[src/rtl/instr_trace_buffer.sv]
// Circular instruction trace buffer: captures retired-instruction records,
// with wrap/stop-on-full modes, an opcode trigger and an oldest-first drain port.
module instr_trace_buffer #(
  parameter int DEPTH     = 16,
  parameter int XLEN      = 32,
  parameter int POST_TRIG = 4,
  localparam int ENTRY_W  = 10 + 2*XLEN,
  localparam int AW       = $clog2(DEPTH)
) (
  input  logic               clk,
  input  logic               rst,
  input  logic               cap_valid,
  input  logic [XLEN-1:0]    instr,
  input  logic [4:0]         alu_opcode,
  input  logic [4:0]         rd_sel,
  input  logic [XLEN-1:0]    rd_data,
  input  logic               arm,
  input  logic               abort,
  input  logic               mode,
  input  logic               trig_en,
  input  logic [4:0]         trig_opcode,
  output logic               rd_valid,
  input  logic               rd_ready,
  output logic [ENTRY_W-1:0] rd_entry,
  output logic               rd_last,
  output logic [1:0]         state,
  output logic [AW:0]        count,
  output logic               overflow
);

  typedef enum logic [1:0] {
    IDLE  = 2'b00,
    ARMED = 2'b01,
    POST  = 2'b10,
    DONE  = 2'b11
  } state_e;

  localparam logic [AW:0]   FULL      = (AW+1)'(DEPTH);
  localparam logic [AW:0]   FULL_M1   = (AW+1)'(DEPTH - 1);
  localparam logic [AW-1:0] POST_INIT = AW'(POST_TRIG);

  logic [ENTRY_W-1:0] mem [DEPTH];

  state_e        state_q, state_d;
  logic [AW-1:0] wr_ptr, wr_ptr_d;
  logic [AW:0]   count_d;
  logic          overflow_d;
  logic [AW-1:0] post_left, post_left_d;
  logic          mode_q, mode_d;
  logic          trig_en_q, trig_en_d;
  logic [4:0]    trig_op_q, trig_op_d;
  logic          cap_we;
  logic          reach_full;
  logic [AW-1:0] rd_ptr;

  // Next-state and control update; abort beats arm beats capture/readout.
  always_comb begin
    state_d     = state_q;
    wr_ptr_d    = wr_ptr;
    count_d     = count;
    overflow_d  = overflow;
    post_left_d = post_left;
    mode_d      = mode_q;
    trig_en_d   = trig_en_q;
    trig_op_d   = trig_op_q;
    cap_we      = 1'b0;
    reach_full  = (count == FULL_M1);
    if (abort) begin
      state_d = IDLE;
      count_d = '0;
    end else begin
      case (state_q)
        IDLE: begin
          if (arm) begin
            state_d    = ARMED;
            wr_ptr_d   = '0;
            count_d    = '0;
            overflow_d = 1'b0;
            mode_d     = mode;
            trig_en_d  = trig_en;
            trig_op_d  = trig_opcode;
          end
        end
        ARMED, POST: begin
          if (cap_valid) begin
            cap_we   = 1'b1;
            wr_ptr_d = wr_ptr + 1'b1;
            if (count == FULL) overflow_d = 1'b1;
            else               count_d    = count + 1'b1;
            if (state_q == ARMED) begin
              if (trig_en_q && (alu_opcode == trig_op_q)) begin
                post_left_d = POST_INIT;
                state_d     = (POST_TRIG == 0) ? DONE : POST;
              end
              if (mode_q && reach_full) state_d = DONE;
            end else begin
              post_left_d = post_left - 1'b1;
              if ((post_left == AW'(1)) || (mode_q && reach_full)) state_d = DONE;
            end
          end
        end
        DONE: begin
          if (count == '0) begin
            state_d = IDLE;
          end else if (rd_ready) begin
            count_d = count - 1'b1;
            if (count == (AW+1)'(1)) state_d = IDLE;
          end
        end
        default: state_d = IDLE;
      endcase
    end
  end

  always_ff @(posedge clk or negedge rst) begin
    if (!rst) begin
      state_q   <= IDLE;
      wr_ptr    <= '0;
      count     <= '0;
      overflow  <= 1'b0;
      post_left <= '0;
      mode_q    <= 1'b0;
      trig_en_q <= 1'b0;
      trig_op_q <= '0;
    end else begin
      state_q   <= state_d;
      wr_ptr    <= wr_ptr_d;
      count     <= count_d;
      overflow  <= overflow_d;
      post_left <= post_left_d;
      mode_q    <= mode_d;
      trig_en_q <= trig_en_d;
      trig_op_q <= trig_op_d;
    end
  end

  // Storage carries no reset; only the pointers say what is valid.
  always_ff @(posedge clk) begin
    if (cap_we) mem[wr_ptr] <= {alu_opcode, rd_sel, instr, rd_data};
  end

  // Oldest record sits count entries behind the write pointer.
  assign rd_ptr   = wr_ptr - count[AW-1:0];
  assign rd_valid = (state_q == DONE) && (count != '0);
  assign rd_entry = rd_valid ? mem[rd_ptr] : '0;
  assign rd_last  = rd_valid && (count == (AW+1)'(1));
  assign state    = state_q;

endmodule

[config.mk]
export PLATFORM = sky130hd
export DESIGN_NAME = instr_trace_buffer
export DESIGN_NICKNAME = d
export VERILOG_FILES = /design/src/rtl/instr_trace_buffer.sv
export SDC_FILE = /design/constraint.sdc
export NUM_CORES = 1
export LEC_CHECK = 0
export ABC_CLOCK_PERIOD_IN_PS = 3200
export CAP_MARGIN = 20
export CORE_ASPECT_RATIO = 1.5
export CORE_UTILIZATION = 35
export CTS_BUF_LIST = sky130_fd_sc_hd__clkbuf_16
export DETAILED_ROUTE_END_ITERATION = 7
export DONT_BUFFER_PORTS = 1
export GPL_ROUTABILITY_DRIVEN = 0
export MAX_ROUTING_LAYER = met4
export PLACE_DENSITY = 0.53
export SLEW_MARGIN = 20
export SYNTH_ARGS = -nofsm -noshare
export SYNTH_HDL_FRONTEND = slang
export SYNTH_SLANG_ARGS = --single-unit
[constraint.sdc]
create_clock -name clk -period 3.2 [get_ports clk]
set_input_delay 0.32 -clock clk [delete_from_list [all_inputs] [get_ports clk]]
set_output_delay 0.32 -clock clk [all_outputs]
set_load 0.1 [all_outputs]
Power grid:
Scale bar: 100 um. Pins as bars on the die edge.
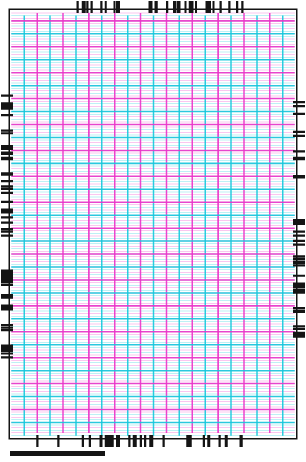
cyan -> VSS
magenta -> VDD
met5 straps = 32
signal pins = 171

Placed cells, one colour a class:
Scale bar: 100 um.
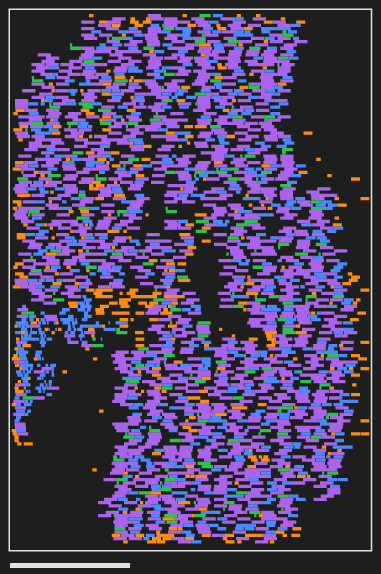
blue -> all other logic  # cells 694
purple -> flip-flops  # cells 1207
green -> clock drivers and dummy loads  # cells 206
orange -> other buffers and delay cells  # cells 377

==> impl_metrics.env <==
# physical design summary
export IMPL_status="complete, but fails checks"
export IMPL_violations="setup timing"
export IMPL_aoi_share=0.0173
export IMPL_hold_slack_ns=0.0569
export IMPL_synthTopLogicFamily="multiplexers"
export IMPL_vias=22100
export IMPL_crit_fanout=9
export IMPL_worstPathArrival_ns=3.62
export IMPL_hold_path_depth=4
export IMPL_powerClk_mw=13.0
export IMPL_avgSynthCellArea_um2=23.3
export IMPL_path_buffers=7
export IMPL_synth_nets=2111
export IMPL_fin_area_mm2=0.0595
export IMPL_wl_per_cell_um=27.8
export IMPL_grt_total_usage=0.182
export IMPL_io_buffers=0
export IMPL_final_antenna_net_count=0
export IMPL_xor_area_frac=0.00169
export IMPL_fmax_mhz=254
export IMPL_crit_path_cell_trace="inv_2 > ha_4 > inv_2 > fa_4 > buf_12 > buf_16 > buf_4 > clkbuf_16 > mux4_2 > mux2i_4 > o22ai_4 > buf_12"
export IMPL_power_frac_clock=0.281
export IMPL_max_slew_margin=0.389
export IMPL_finalSetupTns_ns=-47.23
export IMPL_routed_via_density=5.24
export IMPL_post_route_drc_count=0
export IMPL_slew_violations=0
export IMPL_cts_tree="built"
export IMPL_clk_latency_ns=0.75
export IMPL_dieArea_mm2=0.135
export IMPL_comb_area_mm2=0.0120
export IMPL_yosys_warnings=0
export IMPL_most_common_cell="edfxtp_1"
export IMPL_largest_reg_flops=1184
export IMPL_io_pins=171
export IMPL_rrSetupSlack_ns=0.31
export IMPL_p_int_mw=33.0
export IMPL_ys_flop_type="edfxtp_1"
export IMPL_core_mm2=0.132
export IMPL_cp_slowest_stage_delay_ns=0.79
export IMPL_cts_sinks=1207
export IMPL_fin_crit_ns=3.94
export IMPL_p_seq_frac=0.384
export IMPL_top_area_cell="edfxtp_1"
export IMPL_cts_root_buf="clkbuf_16"
export IMPL_regArea_mm2=0.0361
export IMPL_finalHoldViolCount=0
export IMPL_combPwrFrac=0.335
export IMPL_final_cell_mix="1184 x edfxtp_1, 296 x mux4_2, 170 x buf_12"
export IMPL_mux_share=0.177
export IMPL_cts_max_level=3
export IMPL_ys_sh_simple=0.00981
export IMPL_hold_path_startpoint="arm"
export IMPL_path_delay_family="adder cells"
export IMPL_finalSetupViolCount=74
export IMPL_rsz0062_at_grt="true"
export IMPL_die_h_um=449
export IMPL_rows=163
export IMPL_ys_seq_elements=1207
export IMPL_fin_crit_sh=1.23
export IMPL_postSynthCellCount=2007
export IMPL_cts_made_buffers=112
export IMPL_ys_area_mm2=0.0467
export IMPL_die_w_um=300
export IMPL_reg2reg_depth=6
export IMPL_antenna_found_initial=14
export IMPL_maxCapViolCount=0
export IMPL_placed_area_mm2=0.0533
export IMPL_dp_hpwl_mm=64.8
export IMPL_largest_register="mem"
export IMPL_finalClockSkew_ns=0.0387
export IMPL_synth_top_area_share=0.761
export IMPL_fp_util=0.354
export IMPL_top_cells_by_count="1184 x edfxtp_1, 296 x mux4_2, 150 x mux2i_1"
export IMPL_cp_depth=12
export IMPL_required_ns=2.88
export IMPL_reg2reg_to="mem[0][61]$_DFFE_PP_"
export IMPL_yosysCellCount=2007
export IMPL_grt_pass1_wl_mm=171
export IMPL_reg_top3="mem: 1184 flops, count: 5 flops, trig_op_q: 5 flops"
export IMPL_enable_flop_cells=1184
export IMPL_drive_gt1_frac=0.393
export IMPL_reg2reg_from="state[0]$_DFFE_PN0P_"
export IMPL_grt_max_degree=39
export IMPL_syn_area_mm2=0.0467
export IMPL_power_largest_group="sequential cells"
export IMPL_postRouteWirelength_mm=117
export IMPL_lay_top_count="edfxtp_1"
export IMPL_power_density_mw_per_mm2=776
export IMPL_worst_slew_pin_slew_ns=0.917
export IMPL_drt_initial_drc_count=1680
export IMPL_warnings=36
export IMPL_clkTransAtPathRegs_ns=0.07
export IMPL_cts_buffer_depth=3
export IMPL_critical_path_slowest_cell="fa_4"
export IMPL_swShare=0.284
export IMPL_drt_first_pass_iters=5
export IMPL_synthTopCellsByArea="edfxtp_1 76%, mux4_2 14%, mux2i_1 3.2%"
export IMPL_setup_ws_ns=-0.737
export IMPL_power_switching_mw=13.1
export IMPL_grt_pass1_vias=24300
export IMPL_hp_class="input port to flop"
export IMPL_p_seq_mw=17.7
export IMPL_area_growth_syn_to_layout_pct=27.4
export IMPL_ys_seq_frac=0.774
export IMPL_crit_path_start_kind="flop"
export IMPL_cp_end_kind="output pin"
export IMPL_peakVddDrop_v=0.000529
export IMPL_leakage_nw=18.5
export IMPL_crit_type="flop to output pin"
export IMPL_fillerInstances=10900
Clock wires, drivers and flops:
Scale bar: 100 um.
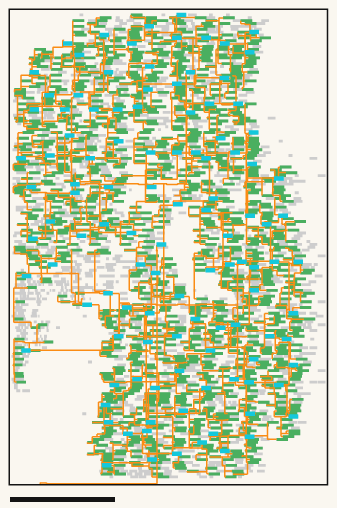
cyan -> cells driving clock nets  # count 112
green -> flip-flops  # count 1207
orange -> clock wires  # length 14200 um
flops lie = all over the die

## per-stage QoR
stage / util / power, mW / instances / setup slack, ns
floorplan: - / 26.9 / 2007 / 0.00523
finish: 0.451 / 46.2 / 4227 / -0.737
global placement: 0.404 / 30.2 / 3884 / -0.157
CTS: 0.447 / 46.1 / 4207 / -0.842
detailed placement: 0.404 / 30.4 / 3884 / -0.159
global route: 0.451 / 48.0 / 4227 / -0.876
## repair_timing
item	CTS	global route
hold buffers	87	0
setup endpoints to repair	75	74
gates cloned	9	6
buffers inserted	26	7
endpoints found under the hold margin	1229	0
resized	172	48
pin swaps	16	21
## final cells by class
class | instances | area share
repair buffers | 377 | 0.0941
flip-flops and latches | 1207 | 0.607
multi-input cells | 676 | 0.201
clock buffers | 112 | 0.0471
diodes | 11 | 0.000463
well taps | 1732 | 0.0364
inverters | 18 | 0.00114
clock inverters | 94 | 0.0123
## worst max path at each step
stage	startpoint	to	slack, ns
after floorplan	count[3]$_DFFE_PN0P_	rd_last	0.005
after global placement	wr_ptr[0]$_DFFE_PN0P_	rd_entry[68]	-0.16
after detailed placement	wr_ptr[0]$_DFFE_PN0P_	rd_entry[22]	-0.16
after CTS	wr_ptr[0]$_DFFE_PN0P_	rd_entry[12]	-0.84
after global routing	wr_ptr[0]$_DFFE_PN0P_	rd_entry[73]	-0.88
final	wr_ptr[0]$_DFFE_PN0P_	rd_entry[48]	-0.74
## cells by family after synthesis
family,count (synthesis)
DFF,1207
muxes,454
buffers and inverters,124
AOI/OAI and AO/OA,117
and+or+nand+nor,79
adders and majority gates,17
xor gates and xnor gates,9
## layer usage
metal  wire length (um)  vias to the layer above  GRT usage
li1                   -                     9403          -
met1              49100                    12100      0.231
met5                  0                        -          -
met2              61000                      496      0.303
met4               2590                        0     0.0529
met3               4700                      152     0.0259
No activity file was given, so power comes from the tool's default toggle rates.
